## src/rtl/data_mem_ctrl.sv

```systemverilog
`default_nettype none
// +----------------------------------------------------------------------+
// | data_mem_ctrl: RV32 load/store unit bridging the core to a word bus  |
// | Revision: 1.0                                                        |
// +----------------------------------------------------------------------+
module data_mem_ctrl #(
  parameter int TIMEOUT = 255
) (
  input  logic        clk,
  input  logic        reset,
  input  logic        req_valid,
  input  logic        req_we,
  input  logic [2:0]  req_funct3,
  input  logic [31:0] req_addr,
  input  logic [31:0] req_wdata,
  output logic        mem_busy,
  output logic [31:0] rdata,
  output logic        fault,
  output logic        bus_req,
  output logic        bus_we,
  output logic [31:0] bus_addr,
  output logic [3:0]  bus_wstrb,
  output logic [31:0] bus_wdata,
  input  logic        bus_ready,
  input  logic [31:0] bus_rdata
);

  localparam int                c_CNT_W   = (TIMEOUT < 2) ? 1 : $clog2(TIMEOUT + 1);
  localparam logic [c_CNT_W-1:0] c_TIMEOUT = c_CNT_W'(TIMEOUT);

  localparam logic [2:0] c_F3_B  = 3'b000;
  localparam logic [2:0] c_F3_H  = 3'b001;
  localparam logic [2:0] c_F3_W  = 3'b010;
  localparam logic [2:0] c_F3_BU = 3'b100;
  localparam logic [2:0] c_F3_HU = 3'b101;

  typedef enum logic [1:0] {
    S_IDLE   = 2'd0,
    S_ACCESS = 2'd1,
    S_DONE   = 2'd2
  } state_t;

  state_t             r_state;
  logic               r_we;
  logic [2:0]         r_funct3;
  logic [1:0]         r_offset;
  logic [c_CNT_W-1:0] r_cnt;

  logic               w_is_byte;
  logic               w_is_half;
  logic               w_is_word;
  logic               w_legal_code;
  logic               w_misaligned;
  logic               w_req_ok;
  logic [3:0]         w_wstrb;
  logic [31:0]        w_wdata;
  logic [7:0]         w_lane_byte;
  logic [15:0]        w_lane_half;
  logic [31:0]        w_load;
  logic [c_CNT_W-1:0] w_cnt_next;

  // Request decode, evaluated on the raw request inputs in IDLE.
  always_comb begin
    w_is_byte    = (req_funct3[1:0] == 2'b00);
    w_is_half    = (req_funct3[1:0] == 2'b01);
    w_is_word    = (req_funct3[1:0] == 2'b10);
    w_legal_code = 1'b0;
    if (req_we) begin
      w_legal_code = (req_funct3 == c_F3_B) || (req_funct3 == c_F3_H) ||
                     (req_funct3 == c_F3_W);
    end else begin
      w_legal_code = (req_funct3 == c_F3_B)  || (req_funct3 == c_F3_H)  ||
                     (req_funct3 == c_F3_W)  || (req_funct3 == c_F3_BU) ||
                     (req_funct3 == c_F3_HU);
    end
    w_misaligned = (w_is_half && req_addr[0]) || (w_is_word && (req_addr[1:0] != 2'b00));
    w_req_ok     = w_legal_code && !w_misaligned;
  end

  // Byte-lane strobes and replicated store data.
  always_comb begin
    w_wstrb = 4'b0000;
    w_wdata = req_wdata;
    if (req_we) begin
      if (w_is_byte) begin
        w_wstrb = 4'b0001 << req_addr[1:0];
        w_wdata = {4{req_wdata[7:0]}};
      end else if (w_is_half) begin
        w_wstrb = 4'b0011 << req_addr[1:0];
        w_wdata = {2{req_wdata[15:0]}};
      end else begin
        w_wstrb = 4'b1111;
        w_wdata = req_wdata;
      end
    end
  end

  // Load lane extraction from the returned bus word.
  always_comb begin
    w_lane_byte = bus_rdata[7:0];
    case (r_offset)
      2'd0:    w_lane_byte = bus_rdata[7:0];
      2'd1:    w_lane_byte = bus_rdata[15:8];
      2'd2:    w_lane_byte = bus_rdata[23:16];
      default: w_lane_byte = bus_rdata[31:24];
    endcase
    w_lane_half = r_offset[1] ? bus_rdata[31:16] : bus_rdata[15:0];
    w_load      = bus_rdata;
    case (r_funct3)
      c_F3_B:  w_load = {{24{w_lane_byte[7]}}, w_lane_byte};
      c_F3_H:  w_load = {{16{w_lane_half[15]}}, w_lane_half};
      c_F3_BU: w_load = {24'd0, w_lane_byte};
      c_F3_HU: w_load = {16'd0, w_lane_half};
      default: w_load = bus_rdata;
    endcase
  end

  assign w_cnt_next = r_cnt + 1'b1;

  always_ff @(posedge clk or negedge reset) begin
    if (!reset) begin
      r_state   <= S_IDLE;
      r_we      <= 1'b0;
      r_funct3  <= 3'b000;
      r_offset  <= 2'b00;
      r_cnt     <= '0;
      mem_busy  <= 1'b0;
      rdata     <= 32'd0;
      fault     <= 1'b0;
      bus_req   <= 1'b0;
      bus_we    <= 1'b0;
      bus_addr  <= 32'd0;
      bus_wstrb <= 4'b0000;
      bus_wdata <= 32'd0;
    end else begin
      case (r_state)
        S_IDLE: begin
          if (req_valid) begin
            r_we     <= req_we;
            r_funct3 <= req_funct3;
            r_offset <= req_addr[1:0];
            mem_busy <= 1'b1;
            if (w_req_ok) begin
              fault     <= 1'b0;
              bus_req   <= 1'b1;
              bus_we    <= req_we;
              bus_addr  <= {req_addr[31:2], 2'b00};
              bus_wstrb <= w_wstrb;
              bus_wdata <= w_wdata;
              r_cnt     <= '0;
              r_state   <= S_ACCESS;
            end else begin
              // Busy stays up through the DONE cycle so a rejected request
              // hands back to the core on the same cycle as a fastest access.
              fault   <= 1'b1;
              r_state <= S_DONE;
            end
          end
        end
        S_ACCESS: begin
          if (bus_ready) begin
            if (!r_we) begin
              rdata <= w_load;
            end
            bus_req  <= 1'b0;
            mem_busy <= 1'b0;
            r_state  <= S_DONE;
          end else if (w_cnt_next == c_TIMEOUT) begin
            bus_req  <= 1'b0;
            mem_busy <= 1'b0;
            fault    <= 1'b1;
            r_cnt    <= w_cnt_next;
            r_state  <= S_DONE;
          end else begin
            r_cnt <= w_cnt_next;
          end
        end
        S_DONE: begin
          mem_busy <= 1'b0;
          r_state  <= S_IDLE;
        end
        default: begin
          bus_req  <= 1'b0;
          mem_busy <= 1'b0;
          r_state  <= S_IDLE;
        end
      endcase
    end
  end

endmodule
`default_nettype wire

```

## config.mk

```make
export PLATFORM = sky130hd
export DESIGN_NAME = data_mem_ctrl
export DESIGN_NICKNAME = d
export VERILOG_FILES = /design/src/rtl/data_mem_ctrl.sv
export SDC_FILE = /design/constraint.sdc
export NUM_CORES = 1
export LEC_CHECK = 0
export ABC_AREA = 1
export CAP_MARGIN = 20
export CORE_MARGIN = 5
export CORE_UTILIZATION = 25
export CTS_CLUSTER_SIZE = 8
export DETAILED_ROUTE_END_ITERATION = 16
export HOLD_SLACK_MARGIN = 0.08
export SLEW_MARGIN = 40
export SYNTH_ARGS = -nofsm -noshare
export SYNTH_HDL_FRONTEND = slang
export SYNTH_SLANG_ARGS = --single-unit
```

## constraint.sdc

```tcl
create_clock -name clk -period 2.1 [get_ports clk]
set_input_delay 0.42 -clock clk [delete_from_list [all_inputs] [get_ports clk]]
set_output_delay 0.42 -clock clk [all_outputs]
set_load 0.01 [all_outputs]
```

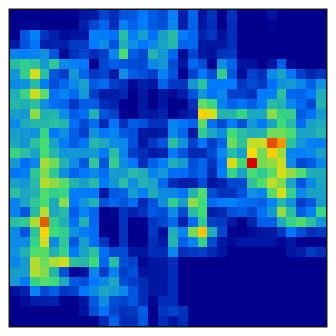
(wiring heat map)
32 x 32 tiles, from dark blue (low) to red (high), scaled to the fullest tile. Values are wire area over tile area, all layers added.
7.2% of the tiles are over half the peak. The mean over all tiles is 0.12. 23% of the tiles are nearly empty.
mean routed wirelength per cell: 15.3 um
drt total wl: 18.7 mm
Total GRT Usage: 14.5%

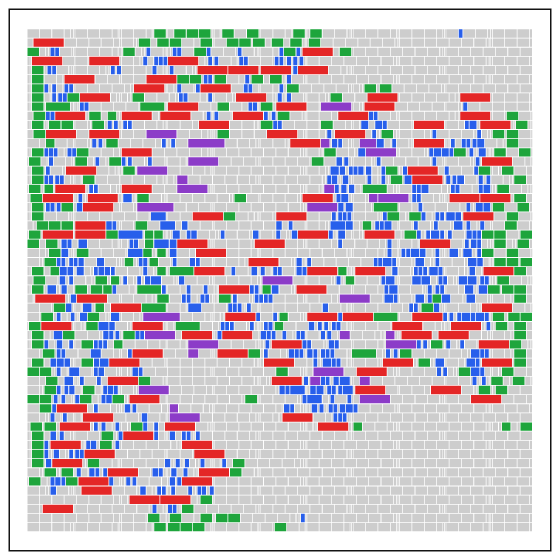
(placement by cell class)
Fill, decap, tap and diode cells in grey.
Key: blue = combinational and other logic [cells 549]; purple = clock drivers and dummy loads [cells 31]; red = sequential cells [cells 118]; green = remaining buffers and delay cells [cells 240]

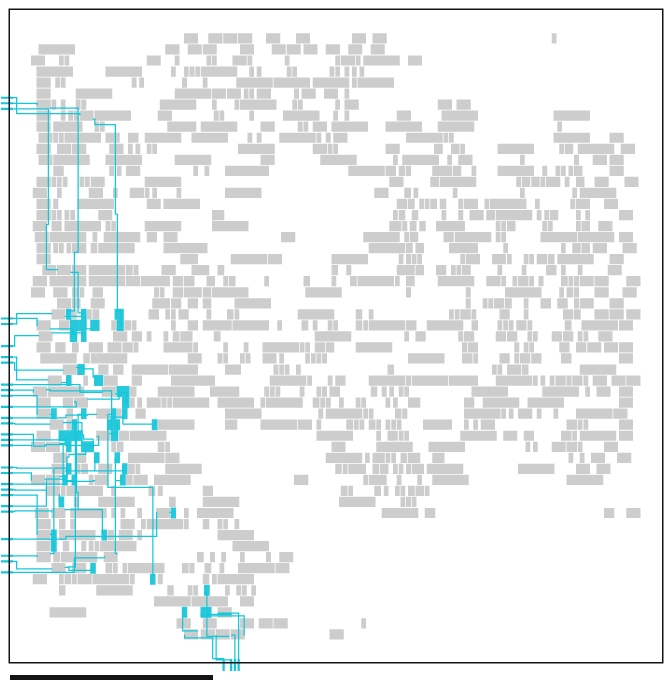
(nets reached from selected ports)
Bar = 50 um.
Key: cyan = req_wdata [bits 32, direction input, end cells 45, buffers 32, wire 1040 um]
IO Pins: 208
IO Port Bufs: 205

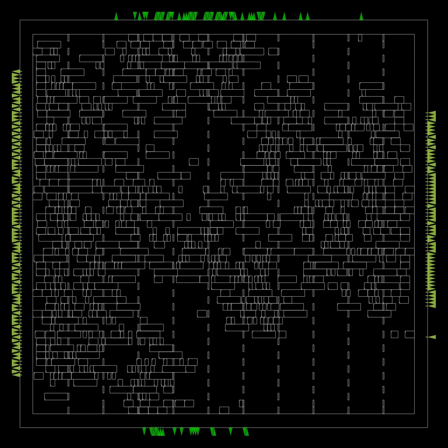
(placed standard cells)
Tapcells: 285
flop count: 118
flop share of the area: 33.3%

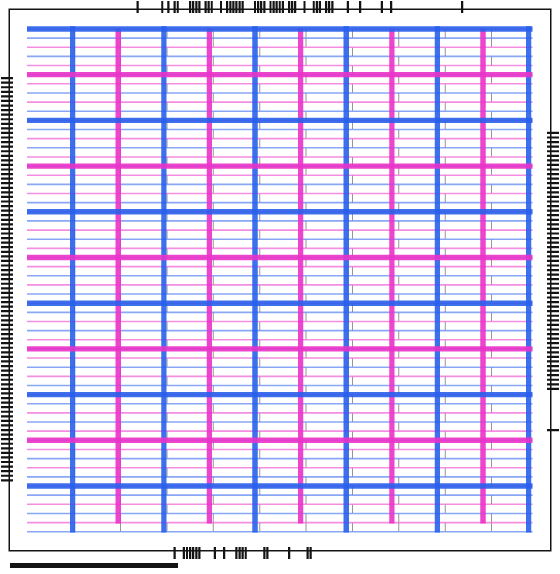
(supply network)
Bar = 50 um. Pins as bars on the die edge. Tap cells in grey.
Key: magenta = VDD; blue = VSS
285 tap cells. 56 met1 rails follow the rows. 11 straps on met4. The core has 55 rows.

## cell families after synthesis
logic type | after synthesis | synth area share, %
AOI/OAI and AO/OA | 129 | 14.0
adders and majority gates | 6 | 1.32
buffers and inverters | 91 | 7.69
DFF | 118 | 52.0
other | 1 | 0.0661
and+or+nand+nor | 358 | 24.9
## report_power, final
group / total, mW / internal [mW] / leakage [nW] / switching, mW
clock: 3.03 / 1.91 / 0.286 / 1.12
sequential: 3.98 / 3.32 / 1.46 / 0.660
combinational: 5.07 / 2.64 / 2.36 / 2.43
total: 12.1 / 7.86 / 4.11 / 4.21
## what timing repair did
item	CTS	global route
endpoints found under the hold margin	14	0
hold buffers	1	0
setup buffers	0	0
## layer usage
layer	wire length (um)	part of all wire, %
met1	8430	45
met2	8120	43
met3	1880	10
met4	268	1.4
met5	0	0
==> impl_metrics.toml <==
# physical design summary
[synthesis]
edf_count = 0
synth_flops = 118
top_cell = "nand2_1"
synth_area_leader_cell = "dfrtp_1"
netlist.area_leader.share_pct = 52.0
synthesis.area_sq_um = 5680
yosys-stat-cells = 703
yosysWarnings = 0
flop_cell = "dfrtp_1"
syn_avg_cell_area_sq_um = 8.07
ys_area_sq_um = 5680
synth_seq_share_pct = 52.0
topCellsByArea = "dfrtp_1, nand2_1, o21ai_0"
async_reset_ff_share_pct = 100

[drt]
drt-initial-drc-count = 292
vias_per_cell = 4.50
dr_total_vias = 5500
drc = 0
antenna_left = 0

[critical_path]
r2r_end = "rdata[13]"
crit_slowest_cell = "dfrtp_1"
crit_fanout = 15
regToRegSetupSlack_ns = 0.27
r2r_start = "r_offset[1]"
crit_end = "rdata[13]"
worstPathCellList = "inv_1, a21boi_0, nor2_1, nor2_1, nand2_1, o211ai_1, nand2_1"
cp_num_cells = 7
cp_num_buf_inv = 1
cpPeakStageDelay_ns = 0.65
start_kind = "flip-flop"
required_ns = 2.40

[job]
warnings = 30
max_cap_viol_count = 0

[floorplan]
core_area_sq_um = 22500
placementRows = 55
die_w_um = 161
chipArea_sq_um = 25800
fp_util_pct = 25.2
die_y_um = 161

[finish]
finalNonFillerCells = 1223
nClkBuffers = 18
area_growth_pct = 56.0
logic_area_sq_um = 2290
design_area_sq_um = 8860
largest_class = "flip-flops and latches"
regArea_sq_um = 2950
nonClockInverterCount = 54
logic_gate_count = 495
drive_gt1_share_pct = 8.10
fillers = 2291
antennaDiodeCount = 0
clock_cell_area_share_pct = 6.91
reg_top3 = "bus_wdata: 32 flops, rdata: 32 flops, bus_addr: 30 flops"
buffer_area_share_pct = 27.5

[sta]
fin_tns_setup_ns = 0
period_needed_ns = 1.83
clock.fmax_mhz = 545
fin_skew_ns = 0.0118
hold_slack_ns = 0.426
worst_slack_ns = 0.266
finalMaxSlewViolations = 0
setup_viol = 0
rsz0062_at_grt = "no"
period_used_pct = 87.3

[clock_tree]
cts_root_buffer = "clkbuf_16"
clockBufferDepth = 2
ctsHtreeMaxLevel = 4
clock_latency_ns = 0.42
clkTransAtPathRegs_ns = 0.06
cts-buffers-inserted = 17
cts_resized = 0

[pwr]
leakage_nw = 4.11
power.total_mw = 12.1
vdd_ir_drop_max_uv = 597
power.density_nw_per_um2 = 1360

[grt]
grtUsageMet3_pct = 5.93
busiest_layer = "met2"
antenna_found_initial = 0
gr-usage-met1_pct = 19.3
grt_max_degree = 48
grt_pass1_wl_mm = 29.9
overflow = 0
grtUsageMet2_pct = 21.6

[placed_design]
dp_cells = 1191
place_ws_ns = -0.0901
place_area_sq_um = 8240
hpwl_mm = 14.0

[min_path]
hp-class = "in -> async"

[status]
status = "finished, final reports clean"
Power is estimated from default activity; no workload was simulated.
